--- src/rtl/mac_result_serializer_if.sv ---
// Output stream of the MAC result serializer: one word per beat with a
// valid/ready handshake and an end-of-frame marker.
interface mac_result_serializer_if #(
  parameter int WORD_W = 32
);
  logic [WORD_W-1:0] out_data;
  logic              out_valid;
  logic              out_ready;
  logic              out_last;

  modport master (
    output out_data,
    output out_valid,
    output out_last,
    input  out_ready
  );

  modport slave (
    input  out_data,
    input  out_valid,
    input  out_last,
    output out_ready
  );
endinterface

--- src/rtl/mac_result_serializer.sv ---
// Snapshots a 512-bit MAC accumulator and streams it out as 512/WORD_W
// words, least-significant word first, over a valid/ready handshake.
// Define SER_CHECKSUM_EN to append an XOR checksum word to every frame.
module mac_result_serializer #(
  parameter int WORD_W = 32
) (
  input  logic                    clk,
  input  logic                    rst,
  input  logic [511:0]            acc_in,
  input  logic                    snap,
  mac_result_serializer_if.master ser,
  output logic                    busy,
  output logic                    overrun,
  output logic [15:0]             frame_cnt
);
  localparam int unsigned NW    = 512 / WORD_W;
  localparam int unsigned IDX_W = $clog2(NW);
  localparam logic [IDX_W-1:0] LAST_IDX = IDX_W'(NW - 1);

`ifdef SER_CHECKSUM_EN
  typedef enum logic [1:0] {IDLE, SEND, CSUM} state_t;
`else
  typedef enum logic {IDLE, SEND} state_t;
`endif

  state_t             state;
  logic [511:0]       shadow;
  logic [IDX_W-1:0]   idx;
  logic [IDX_W-1:0]   next_idx;
  logic [WORD_W-1:0]  next_word;
  logic               xfer;
  logic               last_xfer;
  logic               start;

  // Handshake decode; a new frame may start from IDLE or on the final beat.
  always_comb begin
    xfer      = ser.out_valid & ser.out_ready;
    last_xfer = xfer & ser.out_last;
    start     = snap & ((state == IDLE) | last_xfer);
    next_idx  = idx + IDX_W'(1);
    next_word = shadow[next_idx*WORD_W +: WORD_W];
  end

`ifdef SER_CHECKSUM_EN
  logic [WORD_W-1:0] csum;

  // XOR of every data word of the captured frame.
  always_comb begin
    csum = '0;
    for (int unsigned i = 0; i < NW; i++) begin
      csum = csum ^ shadow[i*WORD_W +: WORD_W];
    end
  end
`endif

  // Frame sequencer with registered stream outputs and status flags.
  // out_data is preloaded with the next word on each transfer so the
  // stream output comes straight from a flop.
  always_ff @(posedge clk) begin
    if (rst) begin
      state         <= IDLE;
      idx           <= '0;
      shadow        <= '0;
      ser.out_data  <= '0;
      ser.out_valid <= 1'b0;
      ser.out_last  <= 1'b0;
      busy          <= 1'b0;
      overrun       <= 1'b0;
      frame_cnt     <= '0;
    end else begin
      if (snap && busy && !last_xfer) begin
        overrun <= 1'b1;
      end
      if (last_xfer) begin
        frame_cnt <= frame_cnt + 16'd1;
      end
      if (start) begin
        state         <= SEND;
        shadow        <= acc_in;
        idx           <= '0;
        ser.out_data  <= acc_in[WORD_W-1:0];
        ser.out_valid <= 1'b1;
        ser.out_last  <= 1'b0;
        busy          <= 1'b1;
      end else begin
        case (state)
          SEND: begin
            if (xfer) begin
              if (idx == LAST_IDX) begin
`ifdef SER_CHECKSUM_EN
                state        <= CSUM;
                ser.out_data <= csum;
                ser.out_last <= 1'b1;
`else
                state         <= IDLE;
                ser.out_valid <= 1'b0;
                ser.out_last  <= 1'b0;
                busy          <= 1'b0;
`endif
              end else begin
                idx          <= next_idx;
                ser.out_data <= next_word;
`ifndef SER_CHECKSUM_EN
                ser.out_last <= (next_idx == LAST_IDX);
`endif
              end
            end
          end
`ifdef SER_CHECKSUM_EN
          CSUM: begin
            if (xfer) begin
              state         <= IDLE;
              ser.out_valid <= 1'b0;
              ser.out_last  <= 1'b0;
              busy          <= 1'b0;
            end
          end
`endif
          default: ;
        endcase
      end
    end
  end
endmodule

--- src/flat_wrapper.sv ---
// flat-port wrapper written by rule: the top's interface ports become plain ports
module mac_result_serializer_flat 
#(
  parameter int WORD_W = 32
)
  (clk, rst, acc_in, snap, busy, overrun, frame_cnt, ser_out_data, ser_out_valid, ser_out_last, ser_out_ready);
  mac_result_serializer_if #(.WORD_W(WORD_W)) ser_i ();
  input  logic clk;
  input  logic rst;
  input  logic [511:0] acc_in;
  input  logic snap;
  output logic busy;
  output logic overrun;
  output logic [15:0] frame_cnt;
  output wire logic [$bits(ser_i.out_data)-1:0] ser_out_data;
  output wire logic [$bits(ser_i.out_valid)-1:0] ser_out_valid;
  output wire logic [$bits(ser_i.out_last)-1:0] ser_out_last;
  input wire logic [$bits(ser_i.out_ready)-1:0] ser_out_ready;
  assign ser_out_data = ser_i.out_data;
  assign ser_out_valid = ser_i.out_valid;
  assign ser_out_last = ser_i.out_last;
  assign ser_i.out_ready = ser_out_ready;
  mac_result_serializer #(.WORD_W(WORD_W)) u_core (.clk(clk), .rst(rst), .acc_in(acc_in), .snap(snap), .ser(ser_i), .busy(busy), .overrun(overrun), .frame_cnt(frame_cnt));
endmodule
--- config.mk ---
export PLATFORM = sky130hd
export DESIGN_NAME = mac_result_serializer_flat
export DESIGN_NICKNAME = d
export VERILOG_FILES = /design/src/rtl/mac_result_serializer_if.sv /design/src/rtl/mac_result_serializer.sv /design/src/flat_wrapper.sv
export SDC_FILE = /design/constraint.sdc
export NUM_CORES = 1
export LEC_CHECK = 0
export ABC_AREA = 1
export CORE_AREA = 2 2 271 273
export DETAILED_ROUTE_END_ITERATION = 8
export DIE_AREA = 0 0 273 275
export PLACE_DENSITY = 0.67
export RECOVER_POWER = 100
export SYNTH_ARGS = -nofsm -noshare
export SYNTH_HDL_FRONTEND = slang
export SYNTH_SLANG_ARGS = --single-unit
--- constraint.sdc ---
create_clock -name clk -period 2.4 [get_ports clk]
set_input_delay 0.48 -clock clk [delete_from_list [all_inputs] [get_ports clk]]
set_output_delay 0.48 -clock clk [all_outputs]
set_load 0.01 [all_outputs]
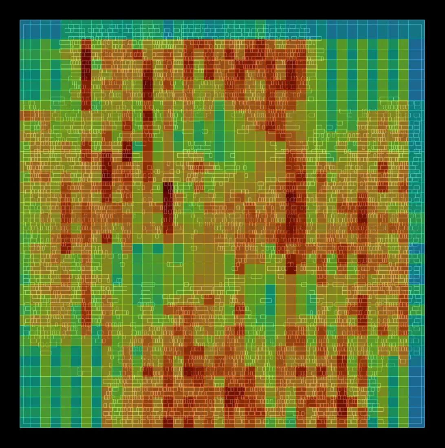
**Above:** run 1 (routing congestion map).
met3 global-route usage: 5.49%
Overall Global Routing Usage: 26.7%
end-of-flow core utilization: 47.2%
met1 Track Usage GR: 33.5%

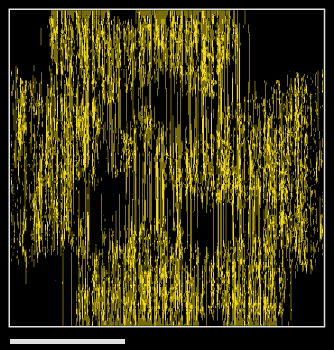
**Above:** run 1 (the metal 2 layer).
The bar under the picture is 100 µm long.
The layer carries 48.5 mm of wire. The longest straight run is 118 µm. 3613 nets have wire on it. The wires run mostly vertical.
met2 Resource Use GR: 44.0%
final wirelength: 104 mm
number of vias after detailed routing: 25600

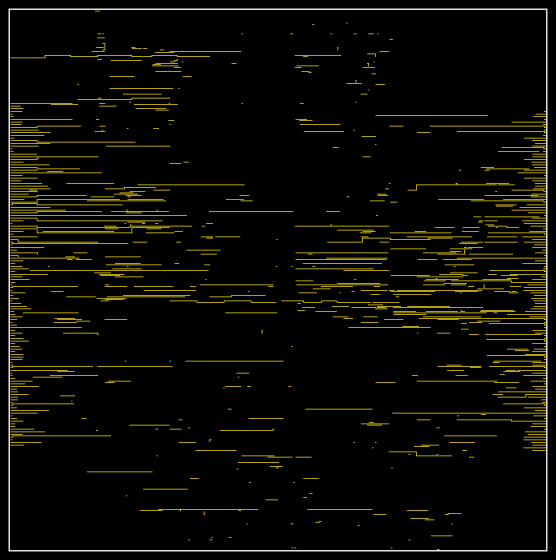
**Above:** run 1 (met3 routing).
The wires run mostly horizontal. The layer holds 7.8% of the routed length. The longest straight run is 90.6 µm. The layer carries 8140 µm of wire.

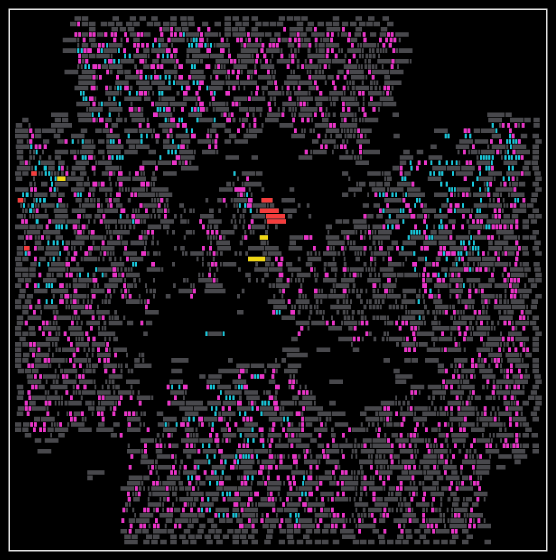
**Above:** run 1 (gate families picked out).
Key: yellow = adder and majority cells [cells 3]; red = XOR/XNOR gates [cells 7]; cyan = NOR gates [cells 338, where widely spread]; magenta = inverting AOI/OAI gates [cells 1071, where widely spread]
multi-input combinational area share: 31.6%
non-filler cells in the finished layout: 5066
dominant logic cell type in the layout: sky130_fd_sc_hd__dfxtp_1

==> Slide: Implementation Results, run 1 <==
Implementation Results

Drt
  • Met3 Routed Length: 8.14 mm
  • DR WL met2: 48.5 mm
  • Vias per std cell: 5.06

Clock network
  • Post-CTS setup-driven buffer insertion count: 0
  • Insertion delay of the later-clocked pin in the worst-skew pair: 600 ps
  • Post-CTS clock slew at the launch and capture registers of the worst setup and hold paths: 60 ps
  • Maximum level of the CTS H-tree: 3
  • Inserted Clock Buffers: 66

Finish
  • Number of buffers other than clock buffers in the final layout: 675
  • Share of post-route cells with drive strength above 1: 4.96%
  • Relative area change from synthesis to final layout: 36.8%
  • Fraction of cell area in non-clock buffers: 20.1%
  • Area of the multi-input gates: 10800 µm²
  • Largest area class, layout: registers
  • Number of sequential cells in the layout: 568
  • Largest registers ranked by flip-flop count: u_core.shadow x512, u_core.ser.out_data x32, u_core.frame_cnt x16

Worst setup path
  • End point of the critical path: u_core.ser.out_data[17]
  • WP buf/inv: 3
  • CP max FO: 14
  • Worst reg2reg endpoint: u_core.ser.out_data[17]

Logic synthesis
  • Per-instance average area after synthesis: 6.96 µm²
  • Post-synth net total: 4108
  • Dominant combinational cell family by area after synthesis: AND-OR/OR-AND gates
  • Adders+Majority by Area: 0.150%
  • # Cells Yosys: 3589
  • Post-synthesis cell type count: 28
  • Synth flops: 568

Hold path
  • Worst-case hold path end point: u_core.shadow[105]

STA
  • Fin crit period: 2300 ps
  • Worst clock skew on the final layout: 19.3 ps
  • Total count of hold-check failures in the final report: 0
  • Final setup margin: 97.4 ps

Power
  • Leakage component of the power: 13.9 nW
  • Power per cell area: 713 nW/µm²
  • Post-layout power: 24.4 mW

Run status
  • Outcome: finished clean

Die
  • N_taps: 959
run 1: Yosys cell counts:
cell                         n
sky130_fd_sc_hd__nor2_1    330
sky130_fd_sc_hd__dfxtp_1   568
sky130_fd_sc_hd__nand4_1     1
sky130_fd_sc_hd__nor2_2      1
sky130_fd_sc_hd__clkbuf_1  191
sky130_fd_sc_hd__o22ai_1    32
sky130_fd_sc_hd__a31oi_1     1
sky130_fd_sc_hd__nand2_2     1
sky130_fd_sc_hd__xor2_1      5
sky130_fd_sc_hd__o21a_1      2
sky130_fd_sc_hd__xor2_2      1
sky130_fd_sc_hd__ha_1        3
sky130_fd_sc_hd__a21oi_1   383
sky130_fd_sc_hd__o21ai_4     1
sky130_fd_sc_hd__o31ai_1     1
sky130_fd_sc_hd__o211ai_1  111
sky130_fd_sc_hd__buf_2      66
sky130_fd_sc_hd__a211oi_1    1
sky130_fd_sc_hd__nor2_4      1
sky130_fd_sc_hd__xnor2_2     1
sky130_fd_sc_hd__inv_2       5
sky130_fd_sc_hd__inv_1     444
sky130_fd_sc_hd__nor3_1      6
sky130_fd_sc_hd__buf_1      30
sky130_fd_sc_hd__o21ai_0   541
sky130_fd_sc_hd__buf_4       2
sky130_fd_sc_hd__nand3_1   321
sky130_fd_sc_hd__nand2_1   539
run 1: tightest hold or removal path, stage by stage:
cell	delay, ps
sky130_fd_sc_hd__buf_2	140
sky130_fd_sc_hd__inv_8	120
sky130_fd_sc_hd__o21ai_0	100
sky130_fd_sc_hd__a21oi_1	40
run 1: where the power goes:
part | internal (mW) | leakage, nW | switching (mW)
Clock | 6.04 | 1.07 | 4.19
Combinational | 1.66 | 8.09 | 2.00
Sequential | 10.2 | 4.70 | 0.290
==> inputs of run 2 (changes only) <==
SKIP_CTS_REPAIR_TIMING = 1   (was not set)
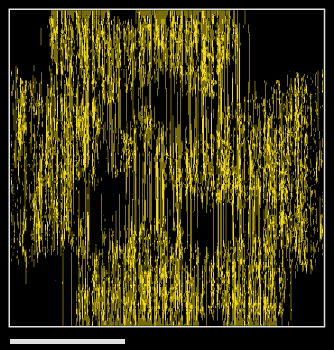
**Above:** run 2 (the metal 2 layer).
The bar under the picture is 100 µm long.
3613 nets have wire on it. The wires run mostly vertical. The longest straight run is 118 µm.

==> run 2 against run 1 <==
Effect of this change: worst setup slack stayed put; utilization stayed put; synthesized cell count stayed put; critical path type unchanged; largest power group unchanged.
==> Slide: Implementation Results, run 2 <==
Implementation Results

Run status
  • Outcome: finished clean

Finish
  • Filler Cell Count: 7322
  • Largest registers ranked by flip-flop count: u_core.shadow x512, u_core.ser.out_data x32, u_core.frame_cnt x16
  • Relative area change from synthesis to final layout: 36.8%
  • Share of post-route cells with drive strength above 1: 4.96%
  • Dominant logic cell type in the layout: sky130_fd_sc_hd__dfxtp_1
  • Number of nets in the final layout: 4562
  • End-of-flow core utilization: 47.2%

GRT
  • Vias in the first global route: 24100
  • Wire length of the first global-routing pass: 150 mm
  • Overall Global Routing Usage: 26.7%
  • Number of antenna violations at the first check in global routing: 27

Logic synthesis
  • Register share after synthesis: 45.5%
  • Per-instance average area after synthesis: 6.96 µm²
  • Synth flops: 568
  • Synth top cells by count: sky130_fd_sc_hd__dfxtp_1, sky130_fd_sc_hd__o21ai_0, sky130_fd_sc_hd__nand2_1
  • Fraction of synthesis flops using an asynchronous set or reset pin: 0%
  • Leading register cell type out of synthesis: sky130_fd_sc_hd__dfxtp_1
  • Post-synth net total: 4108
  • Post-synthesis cell type count: 28
  • Total of warnings raised by yosys: 0
  • # Cells Yosys: 3589
  • Count leader, synth: sky130_fd_sc_hd__dfxtp_1
  • Cell Area, Synth: 25000 µm²
  • Post-synth tally of flip-flops with integrated enable: 0

Drt
  • Drt first-iter violations: 2580
  • Final wirelength: 104 mm
  • Remaining design rule violation count: 0
  • Vias per std cell: 5.06
  • Antenna viol nets, final: 0
  • Number of vias after detailed routing: 25600

Worst setup path
  • Largest stage delay on the critical path: 420 ps
  • WP buf/inv: 3
  • Kind of critical path: register to register
  • CP max FO: 14
  • Kind of cell adding the most delay to the critical path: buffers and inverters
  • Req. time, crit path: 2890 ps

Power
  • Worst IR drop on VDD: 0.420 mV
  • Switching power: 6.48 mW
  • Combinational logic power: 3.66 mW
  • Power share of the clock group: 42.0%
  • Net switching fraction of the power: 26.6%
  • Register share of total power: 43.0%
  • Share of total power in combinational logic: 15.0%
  • Power per cell area: 713 nW/µm²
  • Leakage component of the power: 13.9 nW
  • Dominant power group: sequential cells
  • Power of the clock network: 10.2 mW
  • Reported sequential group power: 10.5 mW
  • Cell internal pwr: 17.9 mW

Clock network
  • Insertion delay of the later-clocked pin in the worst-skew pair: 600 ps
  • Number of clock sinks: 568
  • CTS tree: built
  • Maximum level of the CTS H-tree: 3
  • Inserted Clock Buffers: 66
  • Clock root cell: sky130_fd_sc_hd__clkbuf_16
  • Maximum root-to-sink buffer count: 3
  • Post-CTS clock slew at the launch and capture registers of the worst setup and hold paths: 60 ps

STA
  • Final setup margin: 97.4 ps
  • Worst Hold Slack: 347 ps
  • Worst clock skew on the final layout: 19.3 ps
  • Total count of hold-check failures in the final report: 0
  • Fin crit period: 2300 ps
  • Worst Tran Pin Value: 946 ps

Die
  • Pre-placement core utilization: 34.5%
  • Number of top-level pins: 568
  • Die width: 273 µm
  • Core area: 72300 µm²

Placed design
  • DP HPWL: 77.2 mm
  • Port buffer count: 567

Job
  • Number of warnings in the stage logs: 33
## run 2: cell counts after synthesis
No cell type changed its count.
## run 2: worst paths after layout
path	depth (start not counted)	start	endpoint	slack, ps
max	10	u_core.idx[1]	u_core.ser.out_data[17]	100
min	4	rst	u_core.shadow[105]	350
max reg2reg	10	u_core.idx[1]	u_core.ser.out_data[17]	100
min reg2reg	2	u_core.shadow[139]	u_core.shadow[139]	450
## run 2: stage by stage
step | cells | instance area [µm²] | total power, mW
6_report | 5066 | 34200 | 24.4
5_1_grt | 5064 | 34200 | 25.4
4_1_cts | 5048 | 34300 | 24.6
3_5_place_dp | 4934 | 32200 | 14.4
3_3_place_gp | 4934 | 32200 | 14.3
2_1_floorplan | 3589 | 25000 | 12.5
## run 2: cells by family (layout without fill, tap and decap cells)
kind of cell / Yosys count / after routing / share of synthesized area, %
AND/OR/NAND/NOR: 1200 / 1200 / 19.7
AND-OR/OR-AND: 1073 / 1073 / 22.9
flip-flops: 568 / 568 / 45.5
XOR/XNOR: 7 / 7 / 0.306
other: 0 / 18 / 0
buffers and inverters: 738 / 1238 / 11.4
adder cells (fa/ha/maj): 3 / 3 / 0.150
## run 2: worst min-delay path: cells and delay by family
kind / cells / cell delay [ps]
buffers and inverters: 2 / 260
AND-OR/OR-AND: 2 / 140
## run 2: layer usage
metal / GRT usage [%] / routed length, µm / up-vias
li1: - / - / 12600
met1: 33.5 / 42900 / 11800
met2: 44.0 / 48500 / 1020
met3: 5.49 / 8140 / 189
met4: 12.3 / 4130 / 18
met5: 0 / 113 / -
## run 2: final cells by class
type	count	area (µm²)	area share, %
diodes	18	45.0	0.132
clock buffers	94	1890	5.52
clock inverters	20	282	0.824
inverters	449	1710	4.99
multi-input cells	2283	10800	31.6
flip-flops and latches	568	11400	33.3
well taps	959	1200	3.51
repair buffers	675	6880	20.1
==> inputs of run 3 (changes only) <==
CTS_CLUSTER_DIAMETER = 60   (was not set)
==> run 3 against run 2 <==
Effect of this change: non-clock buffer count is the same; die size unchanged; combinational power barely moved; critical path depth did not move; synthesized cell count stayed put; power is 1.7% higher; critical path type unchanged; critical endpoint is now u_core.ser.out_data[2]; largest cell class unchanged; largest power group is now the clock network; highest routed layer unchanged.
==> Slide: Implementation Results, run 3 <==
Implementation Results

Run status
  • Outcome: finished clean

Worst setup path
  • CP max FO: 39
  • Worst reg2reg path depth: 10
  • Sequence of cells on the critical path: inv_6 > ha_4 > inv_4 > buf_12 > o21ai_0 > o211ai_1 > nand3_1 > nand2_1 > nand2_1 > a21oi_1
  • Kind of cell adding the most delay to the critical path: AND-OR/OR-AND gates
  • WP buf/inv: 3
  • Largest stage delay on the critical path: 440 ps
  • Cell occurring most often along the worst timing path: sky130_fd_sc_hd__nand2_1
  • Levels on crit path: 10
  • Kind of critical path: register to register
  • Req. time, crit path: 2940 ps

Logic synthesis
  • Post-synthesis cell type count: 28
  • Cell taking the most area after synthesis: sky130_fd_sc_hd__dfxtp_1
  • Register share after synthesis: 45.5%
  • # Cells Yosys: 3589
  • Biggest area contributors in the synthesized netlist: sky130_fd_sc_hd__dfxtp_1, sky130_fd_sc_hd__o21ai_0, sky130_fd_sc_hd__nand2_1
  • Cell Area, Synth: 25000 µm²
  • Total of warnings raised by yosys: 0
  • Post-synth tally of flip-flops with integrated enable: 0
  • Leading register cell type out of synthesis: sky130_fd_sc_hd__dfxtp_1
  • Per-instance average area after synthesis: 6.96 µm²
  • Synth top cells by count: sky130_fd_sc_hd__dfxtp_1, sky130_fd_sc_hd__o21ai_0, sky130_fd_sc_hd__nand2_1
  • Fraction of synthesis flops using an asynchronous set or reset pin: 0%
  • Post-synth net total: 4108
  • Count leader, synth: sky130_fd_sc_hd__dfxtp_1
  • Synth flops: 568

Finish
  • Final instance area: 34300 µm²
  • Largest register FFs: 512
  • Relative area change from synthesis to final layout: 37.3%
  • Number of nets in the final layout: 4564
  • Non-filler cells in the finished layout: 5074
  • Largest registers ranked by flip-flop count: u_core.shadow x512, u_core.ser.out_data x32, u_core.frame_cnt x16
  • Dominant logic cell type in the layout: sky130_fd_sc_hd__dfxtp_1
  • Share of post-route cells with drive strength above 1: 5.16%

Placed design
  • Number of instances in the placed design: 4934
  • DP HPWL: 77.2 mm
  • Port buffer count: 567
  • Area of placed instances: 32200 µm²

Die
  • Number of top-level pins: 568
  • Die Y-Extent: 275 µm
  • Pre-placement core utilization: 34.5%
  • Core area: 72300 µm²
  • Die width: 273 µm

STA
  • Total count of hold-check failures in the final report: 0
  • Worst clock skew on the final layout: 26.2 ps
  • Final worst path period share: 95.7%
  • Setup repair after global routing missed its margin: false
  • Highest achievable clock rate: 435 MHz
  • Worst Tran Pin Value: 958 ps
  • Fin crit period: 2300 ps

GRT
  • Total congestion overflow: 0
  • Met2 Resource Use GR: 44.0%
  • Wire length of the first global-routing pass: 150 mm
  • Number of antenna violations at the first check in global routing: 30
  • Vias in the first global route: 24200
  • Met3 global-route usage: 6.01%
  • Met1 Track Usage GR: 33.1%
  • Global-route layer with the greatest usage: met2

Power
  • Power per cell area: 723 nW/µm²
  • Worst IR drop on VDD: 0.426 mV
  • Leakage component of the power: 13.9 nW

Drt
  • Number of vias after detailed routing: 25700
  • Drt first-iter violations: 2507
  • Met3 Routed Length: 8.77 mm
  • Vias per std cell: 5.06
  • Antenna viol nets, final: 0
  • Post-Route M1 WL: 42.3 mm
  • Top Layer Used: met5
  • Final wirelength: 104 mm
  • DR WL met2: 48.4 mm
  • Remaining design rule violation count: 0

Clock network
  • Post-CTS clock slew at the launch and capture registers of the worst setup and hold paths: 60 ps
  • Clock root cell: sky130_fd_sc_hd__clkbuf_16
  • Maximum level of the CTS H-tree: 3
  • Insertion delay of the later-clocked pin in the worst-skew pair: 610 ps
  • Number of clock sinks: 568
  • CTS tree: built
  • Maximum root-to-sink buffer count: 3
  • Inserted Clock Buffers: 68

Hold path
  • Number of stages on the worst hold path: 4

Job
  • Number of warnings in the stage logs: 35
run 3: kinds of logic after synthesis:
logic type / count (synthesis) / synth area share [%]
buffers and inverters: 738 / 11.4
adders and majority gates: 3 / 0.150
and+or+nand+nor: 1200 / 19.7
xor gates and xnor gates: 7 / 0.306
AOI/OAI and AO/OA: 1073 / 22.9
DFF: 568 / 45.5
run 3: cell type report:
type	instances	area, µm²
antenna	22	55.1
clock buffer	93	1940
clock inverter	25	343
fill	7313	38000
inverter	449	1710
multi-input combinational	2283	10800
sequential	568	11400
tap	959	1200
timing repair buffer	675	6890
run 3: where the power goes:
group	leakage, nW	switching [mW]	internal [mW]
logic	8.10	2.00	1.66
clock network	1.12	4.30	6.35
registers	4.70	0.290	10.2
run 3: worst min-delay path, cell delays in order:
cell,delay (ps)
sky130_fd_sc_hd__buf_2,140
sky130_fd_sc_hd__inv_8,120
sky130_fd_sc_hd__o21ai_0,100
sky130_fd_sc_hd__a21oi_1,40
run 3: path summary, 6_finish.rpt:
check             slack [ps]                from                endpoint
setup / recovery         100       u_core.idx[0]  u_core.ser.out_data[2]
setup reg to reg         100       u_core.idx[0]  u_core.ser.out_data[2]
hold / removal           340                 rst      u_core.shadow[105]
hold reg to reg          450  u_core.shadow[260]      u_core.shadow[260]
run 3: stage by stage:
| step | setup WS (ps) | power, mW | hold WS, ps |
|---|---|---|---|
| 5_1_grt | 8.99 | 25.8 | 357 |
| 6_report | 103 | 24.8 | 340 |
| 2_1_floorplan | 66.4 | 12.5 | 424 |
| 3_5_place_dp | 30.0 | 14.4 | 440 |
| 4_1_cts | 144 | 25.0 | 308 |
| 3_3_place_gp | 50.8 | 14.3 | 434 |
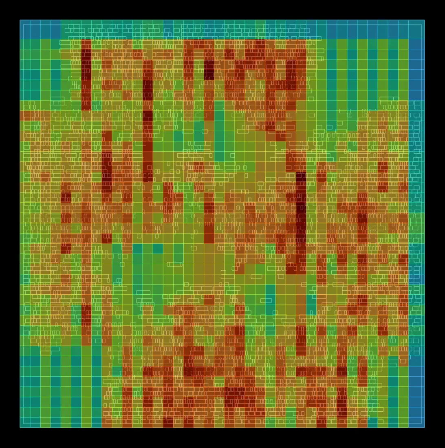
**Above:** run 3 (routing congestion map).
routed length per instance: 20.5 µm
end-of-flow core utilization: 47.4%
Overall Global Routing Usage: 26.7%

No activity file was given, so power comes from the tool's default toggle rates.
